run_1/congestion_map.png
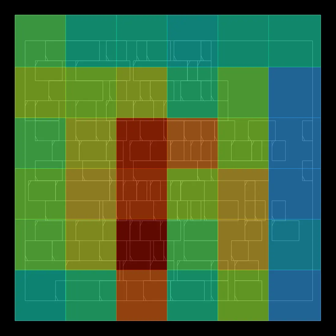
run_1/closeup.png
Region (21, 0) to (41, 20) um. Cells in grey, sequential cells in the stronger grey; small squares are vias.
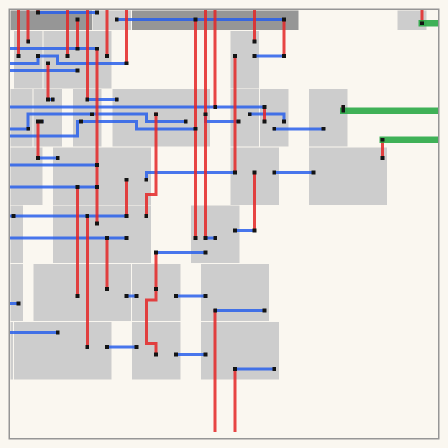
run_1/clock_wires.png
Drawn at 6 px/um.
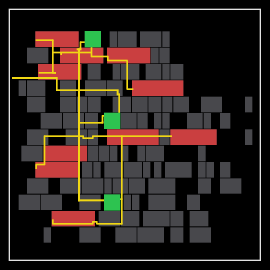
===== src/rtl/scan_seq_pkg.sv =====
// scan_seq_pkg: shared types for the child scan sequencer.
// Holds the FSM state enum and the parameter defaults.
package scan_seq_pkg;

  localparam int DEF_NUM_CHILDREN   = 5;
  localparam int DEF_TIMEOUT_CYCLES = 16;

  typedef enum logic [1:0] {
    IDLE,
    REQ,
    GAP,
    DONE
  } state_e;

endpackage


===== src/rtl/child_scan_sequencer_timeout.sv =====
// scan_timeout_counter: saturating per-request cycle counter.
// expired is high once the count reaches TIMEOUT_CYCLES-1.
module scan_timeout_counter
  import scan_seq_pkg::*;
#(
  parameter int TIMEOUT_CYCLES = DEF_TIMEOUT_CYCLES
) (
  input  logic clk,
  input  logic rst,
  input  logic clear,
  input  logic enable,
  output logic expired
);

  localparam int CW = $clog2(TIMEOUT_CYCLES);
  localparam logic [CW-1:0] LAST = CW'(TIMEOUT_CYCLES - 1);

  logic [CW-1:0] count;

  // Count request cycles; hold at LAST instead of wrapping.
  always_ff @(posedge clk) begin
    if (rst) begin
      count <= '0;
    end else if (clear) begin
      count <= '0;
    end else if (enable && count != LAST) begin
      count <= count + 1'b1;
    end
  end

  assign expired = (count == LAST);

endmodule


===== src/rtl/child_scan_sequencer.sv =====
// child_scan_sequencer: walks the children one request at a time.
// Optional feature: define SCAN_SEQ_TIMEOUT_EN for per-child timeout.
module child_scan_sequencer
  import scan_seq_pkg::*;
#(
  parameter int NUM_CHILDREN   = DEF_NUM_CHILDREN,
  parameter int TIMEOUT_CYCLES = DEF_TIMEOUT_CYCLES
) (
  input  logic                    clk,
  input  logic                    rst,
  input  logic                    start_valid,
  output logic                    start_ready,
  output logic [NUM_CHILDREN-1:0] child_req,
  input  logic [NUM_CHILDREN-1:0] child_ack,
  output logic                    busy,
  output logic                    done_valid,
  input  logic                    done_ready,
  output logic [NUM_CHILDREN-1:0] ack_mask,
  output logic [NUM_CHILDREN-1:0] timeout_mask
);

  localparam int IW = $clog2(NUM_CHILDREN);
  localparam logic [IW-1:0] LAST_IDX = IW'(NUM_CHILDREN - 1);

  if (NUM_CHILDREN < 2 || NUM_CHILDREN > 32 ||
      TIMEOUT_CYCLES < 2 || TIMEOUT_CYCLES > 65535) begin : g_bad_cfg
    $error("child_scan_sequencer: parameter out of range");
  end

  state_e                  state_q, state_d;
  logic [IW-1:0]           idx_q, idx_d;
  logic [NUM_CHILDREN-1:0] ack_q, ack_d;
  logic [NUM_CHILDREN-1:0] to_q, to_d;
  logic                    hit;
  logic                    expired;

`ifdef SCAN_SEQ_TIMEOUT_EN
  scan_timeout_counter #(
    .TIMEOUT_CYCLES(TIMEOUT_CYCLES)
  ) u_timeout (
    .clk    (clk),
    .rst    (rst),
    .clear  (state_q != REQ),
    .enable (state_q == REQ),
    .expired(expired)
  );
`else
  assign expired = 1'b0;
`endif

  // State, index and outcome masks.
  always_ff @(posedge clk) begin
    if (rst) begin
      state_q <= IDLE;
      idx_q   <= '0;
      ack_q   <= '0;
      to_q    <= '0;
    end else begin
      state_q <= state_d;
      idx_q   <= idx_d;
      ack_q   <= ack_d;
      to_q    <= to_d;
    end
  end

  // Next state; ack beats a same-cycle timeout.
  always_comb begin
    state_d = state_q;
    idx_d   = idx_q;
    ack_d   = ack_q;
    to_d    = to_q;
    hit     = child_ack[idx_q];
    unique case (state_q)
      IDLE: begin
        if (start_valid) begin
          state_d = REQ;
          idx_d   = '0;
          ack_d   = '0;
          to_d    = '0;
        end
      end
      REQ: begin
        if (hit) begin
          ack_d[idx_q] = 1'b1;
        end else if (expired) begin
          to_d[idx_q] = 1'b1;
        end
        if (hit || expired) begin
          state_d = (idx_q == LAST_IDX) ? DONE : GAP;
        end
      end
      GAP: begin
        idx_d   = idx_q + 1'b1;
        state_d = REQ;
      end
      DONE: begin
        if (done_ready) begin
          state_d = IDLE;
        end
      end
      default: state_d = IDLE;
    endcase
  end

  assign start_ready  = (state_q == IDLE);
  assign busy         = (state_q != IDLE);
  assign done_valid   = (state_q == DONE);
  assign child_req    = (state_q == REQ) ?
                        (NUM_CHILDREN'(1) << idx_q) : '0;
  assign ack_mask     = ack_q;
  assign timeout_mask = to_q;

endmodule


===== config.mk =====
export PLATFORM = sky130hd
export DESIGN_NAME = child_scan_sequencer
export DESIGN_NICKNAME = d
export VERILOG_FILES = /design/src/rtl/scan_seq_pkg.sv /design/src/rtl/child_scan_sequencer_timeout.sv /design/src/rtl/child_scan_sequencer.sv
export SDC_FILE = /design/constraint.sdc
export NUM_CORES = 1
export LEC_CHECK = 0
export CAP_MARGIN = 5
export CORE_UTILIZATION = 40
export DETAILED_ROUTE_END_ITERATION = 10
export PLACE_DENSITY = 0.83
export SETUP_SLACK_MARGIN = 0.2
export SLEW_MARGIN = 20
export SYNTH_ARGS = -nofsm -noshare
export SYNTH_HDL_FRONTEND = slang
export SYNTH_SLANG_ARGS = --single-unit

===== constraint.sdc =====
create_clock -name clk -period 1.9 [get_ports clk]
set_clock_uncertainty 0.15 [all_clocks]
set_input_delay 0.19 -clock clk [delete_from_list [all_inputs] [get_ports clk]]
set_output_delay 0.19 -clock clk [all_outputs]
set_load 0.01 [all_outputs]

==> flow_metrics.env, run 1 <==
# flow metrics
export IMPL_status="complete, no violations"
export IMPL_dr_pass1_iters=4
export IMPL_warning_count=29
export IMPL_ys_sh_xor=0
export IMPL_powerDensity_nw_per_um2=605
export IMPL_clk_path_buf_depth=2
export IMPL_synth_area_um2=627
export IMPL_synthFlopType="dfxtp_1"
export IMPL_top_cell="nor2_1"
export IMPL_syn_area_per_cell_um2=8.25
export IMPL_path_max_fanout=6
export IMPL_grt_ovfl_total=0
export IMPL_end_kind="output port"
export IMPL_cts_buffers=3
export IMPL_top_cell_area_share=0.319
export IMPL_grtUsageMet3=0.0435
export IMPL_grt_pass1_wl_mm=2.18
export IMPL_common_cells="13 x nor2_1, 10 x dfxtp_1, 6 x buf_4"
export IMPL_ir_drop_v=0.000287
export IMPL_yosysWarningCount=0
export IMPL_aoi_share=0.216
export IMPL_yosys_area_um2=627
export IMPL_fin_tns_setup_ps=0
export IMPL_drive_above_1_share=0.216
export IMPL_ioPinCount=27
export IMPL_die_w_um=41.6
export IMPL_grt_start_max_net_pins=10
export IMPL_filler_cell_count=120
export IMPL_p_leak_nw=0.390
export IMPL_tritoncts="yes"
export IMPL_cp_top_family="flip-flops"
export IMPL_crit_required_ps=1560
export IMPL_r2r_end="state_q[1]"
export IMPL_rows=13
export IMPL_ff2ff_path_depth=4
export IMPL_drc=0
export IMPL_cts_resized=14
export IMPL_synthDistinctLibCells=28
-- congestion_map.png (at the start) --
GR met1 Demand/Resource: 0.212
most used routing layer: met2
wire per inst: 11.7 um

-- closeup.png (at the start) --
Key: M2 = red; M3 = green; M1 = blue
Most frequent: ha_1 (5), and2_1 (3), inv_1 (3). 21 logic cells have their middle in the window. Sequential cells in the window: 0.

-- clock_wires.png (at the start) --
Key: flip-flops = red [count 10]; clock-net drivers = green [count 3]; clock wires = yellow [length 159 um]
There are 4 routed clock nets.

run 1: how the worst max path moves through the flow:
stage / from / endpoint / slack [ps]
floorplan: idx_q[1] / state_q[1] / 530
global placement: idx_q[0] / child_req[3] / 210
detailed placement: idx_q[1] / child_req[3] / 170
CTS: idx_q[1] / child_req[2] / 220
global route: idx_q[0] / child_req[0] / 220
finish: idx_q[1] / child_req[2] / 270
run 1: power breakdown:
group / switching, mW / internal, mW
clock network: 0.0749 / 0.0733
logic: 0.0815 / 0.0774
registers: 0.00626 / 0.218
total: 0.163 / 0.368
run 1: flip-flops by register name, indices dropped and copies added, names as in the netlist:
name,cells
ack_mask,5
idx_q,3
state_q,2
run 1: layout by cell type (no fill, tap or decap):
master           count
clkdlybuf4s50_1     13
nor2_1              11
dfxtp_1              7
buf_4                6
inv_1                5
a21oi_1              5
ha_1                 5
conb_1               5
dlygate4sd2_1        4
and2_1               3
a32o_1               3
clkbuf_4             3
nand2b_1             2
nor2_2               2
nand2_1              2
nand3_1              2
nor4_1               2
a21o_1               2
a21oi_2              2
dfxtp_4              2
clkdlybuf4s15_1      2
clkbuf_2             2
inv_2                1
and2_4               1
mux2i_1              1
nor2b_2              1
o21ai_2              1
nor3_1               1
o21ai_0              1
o31ai_1              1
o21bai_1             1
a2bb2oi_1            1
o311a_1              1
dfxtp_2              1
run 1: through the flow:
stage	hold slack, ps	cells	setup WS (ps)
floorplan	239	80	530
global placement	294	114	212
detailed placement	294	114	170
CTS	318	117	220
global route	336	117	216
finish	317	117	268
run 1: layout make-up:
cell class              instances  area (um^2)  area share
flip-flops and latches         10          209       0.238
multi-input cells              56          364       0.415
inverters                       6         22.5      0.0257
repair buffers                 27          240       0.274
well taps                      15         18.8      0.0214
clock buffers                   3         22.5      0.0257
run_1/ff_map.png
Drawn at 12 px/um.
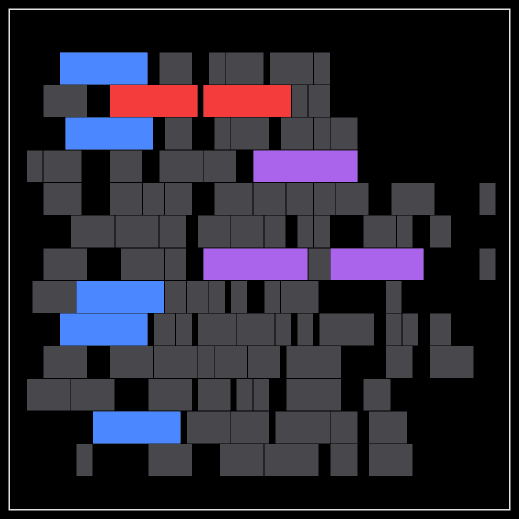

==> run 2: changes to the inputs <==
Settings changed: CELL_PAD_IN_SITES_DETAIL_PLACEMENT set to 1, CELL_PAD_IN_SITES_GLOBAL_PLACEMENT set to 1, CORE_UTILIZATION 40 to 28.
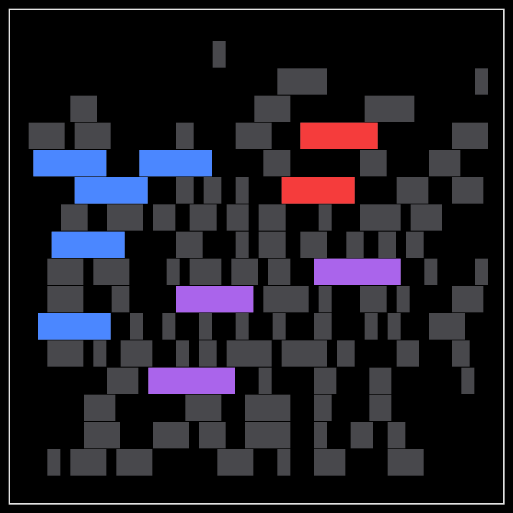
run_2/ff_map.png
Drawn at 10 px/um.
Key: `idx_q` = purple [flops 3]; `state_q` = red [flops 2]; `ack_mask` = blue [flops 5]

==> run 2 against run 1 <==
  * Global-route usage is 0.22 points lower
  * Setup slack gained 24 ps
  * Non-clock buffer count unchanged
  * Synthesized area is the same
  * Largest cell class unchanged
  * Total power is 12% higher
  * Combinational power is 9% higher
  * Critical path depth unchanged
  * Final cell count is 11% higher
  * Clock power increased by 31%
  * Critical path type unchanged
  * Die size grew 41%
  * Sequential share of layout area fell by 0.68 points
==> flow_metrics.env, run 2 <==
# flow metrics
export IMPL_hp_start="ack_mask[2]"
export IMPL_drt_vias_per_instance=4.80
export IMPL_first_global_vias=664
export IMPL_largest_register_ffs=5
export IMPL_endpoint="child_req[1]"
export IMPL_final_common_cell="clkdlybuf4s50_1"
export IMPL_top_cell="nor2_1"
export IMPL_fp_util=0.307
export IMPL_report_final_hold_viol_count=0
export IMPL_cts_buffers=3
export IMPL_drt_wl_total_mm=1.81
export IMPL_end_kind="output port"
export IMPL_fin_crit_sh=0.846
export IMPL_drc=0
export IMPL_cts_max_level=1
export IMPL_r2r_end="state_q[1]"
export IMPL_synth_edff_count=0
export IMPL_path_class="flop to output port"
export IMPL_ys_seq_frac=0.319
export IMPL_path_max_fanout=5
export IMPL_filler_cell_count=267
export IMPL_warning_count=29
export IMPL_p_leak_nw=0.400
export IMPL_tritoncts="yes"
export IMPL_area_growth_pct=44.9
export IMPL_cp_startpoint="idx_q[1]"
export IMPL_synthFlopType="dfxtp_1"
export IMPL_grt_ovfl_total=0
export IMPL_synthDistinctLibCells=28
export IMPL_drive_above_1_share=0.262
export IMPL_fin_tns_setup_ps=0
export IMPL_synth_area_um2=627
export IMPL_dr_pass1_iters=4
export IMPL_yosys_cells=76
export IMPL_crit_required_ps=1560
export IMPL_die_w_um=49.3
export IMPL_synth_area_leader_cell="dfxtp_1"
export IMPL_layout_setup_ws_ps=293
export IMPL_track_usage=0.165
export IMPL_stdcell_area_um2=908
export IMPL_wl_per_cell_um=13.9
export IMPL_clk_path_buf_depth=2
export IMPL_clock_latency_ps=270
export IMPL_antennaDiodeCount=0
export IMPL_lay_top_cells="13 x clkdlybuf4s50_1, 11 x nor2_1, 6 x dfxtp_1"
export IMPL_synth_async_reset_ratio=0
export IMPL_ioPinCount=27
export IMPL_yosysWarningCount=0
export IMPL_clock_sinks=10
export IMPL_cp_start_kind="flop"
export IMPL_register_area_um2=210
export IMPL_powerDensity_nw_per_um2=652
export IMPL_common_cells="13 x nor2_1, 10 x dfxtp_1, 6 x buf_4"
export IMPL_fin_hold_ws_ps=314
export IMPL_antenna_found_initial=0
export IMPL_synthesis_instances=76
export IMPL_syn_area_per_cell_um2=8.25
export IMPL_port_buffers=21
export IMPL_status="complete, no violations"
export IMPL_top_cell_area_share=0.319
export IMPL_comb_area_um2=372
export IMPL_ff2ff_path_depth=5
export IMPL_drtIter0Drc=8
export IMPL_grt_pass1_wl_mm=3.02
export IMPL_grt_start_max_net_pins=10
export IMPL_r2r_slack_ps=540
export IMPL_rows=16
export IMPL_gp_congestion=0.836
export IMPL_ys_ff=10
export IMPL_rsz0062_at_grt="false"
export IMPL_yosys_area_um2=627
export IMPL_ir_drop_v=0.000466
export IMPL_vias=624
export IMPL_pre_cts_slack_ps=161
[run 2: cell counts after synthesis]
Identical to the previous run, type by type.
[run 2: worst min path at each step]
stage / endpoint / slack [ps] / depth (start not counted)
after floorplan: state_q[0] / 240 / 3
after global placement: ack_mask[4] / 290 / 1
after detailed placement: ack_mask[2] / 300 / 1
after CTS: ack_mask[4] / 320 / 1
after global routing: ack_mask[2] / 350 / 1
final: ack_mask[2] / 310 / 1
[run 2: logic make-up (layout without fill, tap and decap cells)]
kind of cell    Yosys count  in the layout  share of synthesized area
flops                    10             10                      0.319
fa+ha+maj                 5              5                     0.0998
buf+inv                  14             37                      0.132
mux                       1              1                     0.0160
simple gates             27             27                      0.212
compound gates           18             18                      0.216
other cells               1              5                    0.00598
[run 2: final cells by class]
type,instances,area share
inverter,6,0.0248
multi-input combinational,56,0.409
tap,27,0.0372
clock buffer,4,0.0399
timing repair buffer,27,0.258
sequential,10,0.231
[run 2: through the flow]
step	utilization	instances	power [mW]
6_report	0.445	130	0.593
5_1_grt	0.445	130	0.629
4_1_cts	0.447	130	0.598
3_5_place_dp	0.426	126	0.404
3_3_place_gp	0.426	126	0.396
2_1_floorplan	-	80	0.329
[run 2: critical path, cell delays in order, from the launching register on]
cell,delay [ps]
dfxtp_4,380
inv_2,60
ha_1,160
and2_1,130
dlygate4sd2_1,270
[run 2: per-layer routing]
layer	global-route usage	wire, um
met3	0.0405	74
met2	0.283	892
met1	0.196	813
met5	0	0
met4	0.0588	25
[run 2: report_power, final]
group / internal, mW / switching [mW] / total [mW]
combinational: 0.0828 / 0.0897 / 0.173
clock: 0.116 / 0.0772 / 0.194
sequential: 0.218 / 0.00875 / 0.227
[run 2: repair_timing]
action,CTS,global route
hold buffers,0,0
pin swaps,1,1
gates resized,16,11
setup endpoints to repair,8,5
run_2/congestion_map.png
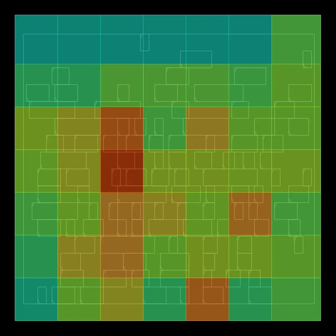

==> run 3: changes to the inputs <==
Clock period 1.9 ns to 1.6 ns, I/O delays scaled along.
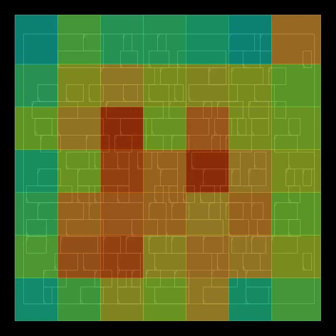
run_3/congestion_map.png
GR met1 Demand/Resource: 0.224
met2 GRT Util: 0.397
met3 Usage GRT: 0.0312
wire per inst: 16.8 um

==> run 3 against run 2 <==
  * Synthesized area unchanged
  * Via count increased by 12%
  * Sequential cell count unchanged
  * Highest routed layer unchanged
  * Sequential share of layout area decreased by 4.9 points
  * First-iteration DRC count increased by 13%
  * Combinational power increased by 79%
  * Hold slack got worse by 11 ps
  * Largest cell class unchanged
==> flow_metrics.env, run 3 <==
# flow metrics
export IMPL_synthFlopType="dfxtp_1"
export IMPL_fin_tns_setup_ps=0
export IMPL_tritoncts="yes"
export IMPL_dp_cells=134
export IMPL_rsz0062_at_grt="true"
export IMPL_gp_congestion=0.795
export IMPL_power_uw=753
export IMPL_ioPinCount=27
export IMPL_register_area_um2=211
export IMPL_drc=0
export IMPL_powerDensity_nw_per_um2=650
export IMPL_stdcell_area_um2=1160
export IMPL_path_class="flop to output port"
export IMPL_synth_area_um2=627
export IMPL_clock_latency_ps=260
export IMPL_power_internal_uw=512
export IMPL_vias=701
export IMPL_simple_gate_share=0.212
export IMPL_drt_vias_per_instance=4.80
export IMPL_cts_buffers=3
export IMPL_grt_start_max_net_pins=7
export IMPL_yosys_area_um2=627
export IMPL_drt_wl_total_mm=2.45
export IMPL_cts_max_level=1
export IMPL_ys_seq_frac=0.319
export IMPL_status="complete, no violations"
export IMPL_warning_count=31
export IMPL_clk_path_buf_depth=2
export IMPL_fp_util=0.307
export IMPL_p_leak_nw=0.517
export IMPL_end_kind="output port"
export IMPL_drive_above_1_share=0.563
export IMPL_port_buffers=21
export IMPL_ys_sh_xor=0
export IMPL_synth_area_leader_cell="dfxtp_1"
export IMPL_logic_family="AND-OR/OR-AND gates"
export IMPL_p_sw_frac=0.320
export IMPL_p_comb_frac=0.412
export IMPL_die_w_um=49.3
export IMPL_grt_ovfl_total=0
export IMPL_comb_area_um2=495
export IMPL_fin_crit_sh=0.939
export IMPL_yosys_cells=76
export IMPL_antenna_found_initial=0
export IMPL_wl_met3_um=56
export IMPL_cp_startpoint="idx_q[1]"
export IMPL_filler_cell_count=259
export IMPL_lay_top_cells="18 x buf_4, 8 x nor2_1, 8 x clkdlybuf4s50_1, 7 x buf_6, 6 x buf_2"
export IMPL_area_growth_pct=84.8
export IMPL_met1_length_um=923
==> run 3: cell counts after synthesis <==
No cell type changed its count.
==> run 3: timing repair <==
action	in CTS	in global routing
pin swaps	7	4
cloned	0	0
buffers inserted	6	3
resized	67	20
endpoints found under the setup margin	17	14
==> run 3: power groups by stage <==
stage	sequential (mW)	clock (mW)	combinational (mW)
3_3_place_gp	0.272	0	0.213
6_report	0.272	0.170	0.310
4_1_cts	0.272	0.176	0.267
3_5_place_dp	0.273	0	0.225
2_1_floorplan	0.275	0	0.116
5_1_grt	0.274	0.193	0.331
==> run 3: worst paths after layout <==
kind	to	cells past startpoint
max	child_req[3]	5
min	ack_mask[2]	1
max reg2reg	state_q[1]	4
min reg2reg	ack_mask[2]	1
==> run 3: worst max-delay path, stage by stage (launching register included) <==
cell and delay [ps]:
dfxtp_4 400, ha_4 150, ha_4 130, inv_2 40
nor2_2 80, buf_2 140
==> run 3: stage by stage <==
| step | hold slack, ps | util | setup WS, ps |
|---|---|---|---|
| after floorplan | 209 | - | 230 |
| after global placement | 290 | 0.456 | -21.9 |
| after detailed placement | 294 | 0.456 | -101 |
| after CTS | 305 | 0.532 | 125 |
| after global routing | 319 | 0.567 | 59.9 |
| final | 303 | 0.567 | 97.7 |
==> run 3: per-layer routing <==
| layer | vias to the layer above | GRT usage |
|---|---|---|
| met3 | 4 | 0.0312 |
| li1 | 337 | - |
| met2 | 18 | 0.397 |
| met1 | 342 | 0.224 |
| met4 | 0 | 0.113 |
| met5 | - | 0 |
==> run 3: cell type report <==
type / count / share of cell area
Tap cell: 27 / 0.0292
Sequential cell: 10 / 0.183
Multi-Input combinational cell: 56 / 0.428
Timing Repair Buffer: 44 / 0.317
Clock buffer: 3 / 0.0194
Inverter: 6 / 0.0238

==> screenshots <==
Wiring by layer.
Plate I
Drawn at 8 px/um.
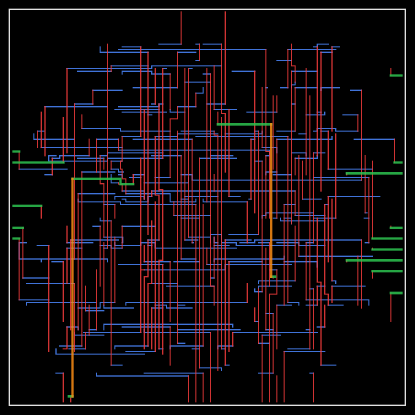
Plate II
Drawn at 8 px/um.
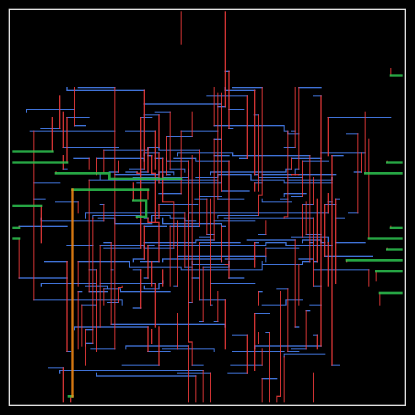
Plate III
Drawn at 10 px/um.
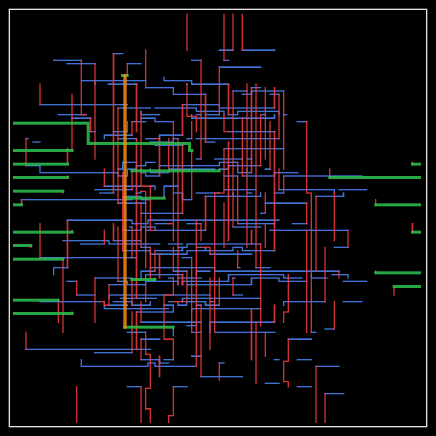
Of these, smallest die: Plate III
Of these, least wire: Plate III
- run 3 = Plate I
- run 2 = Plate II
- run 1 = Plate III

No activity file was given, so power comes from the tool's default toggle rates.
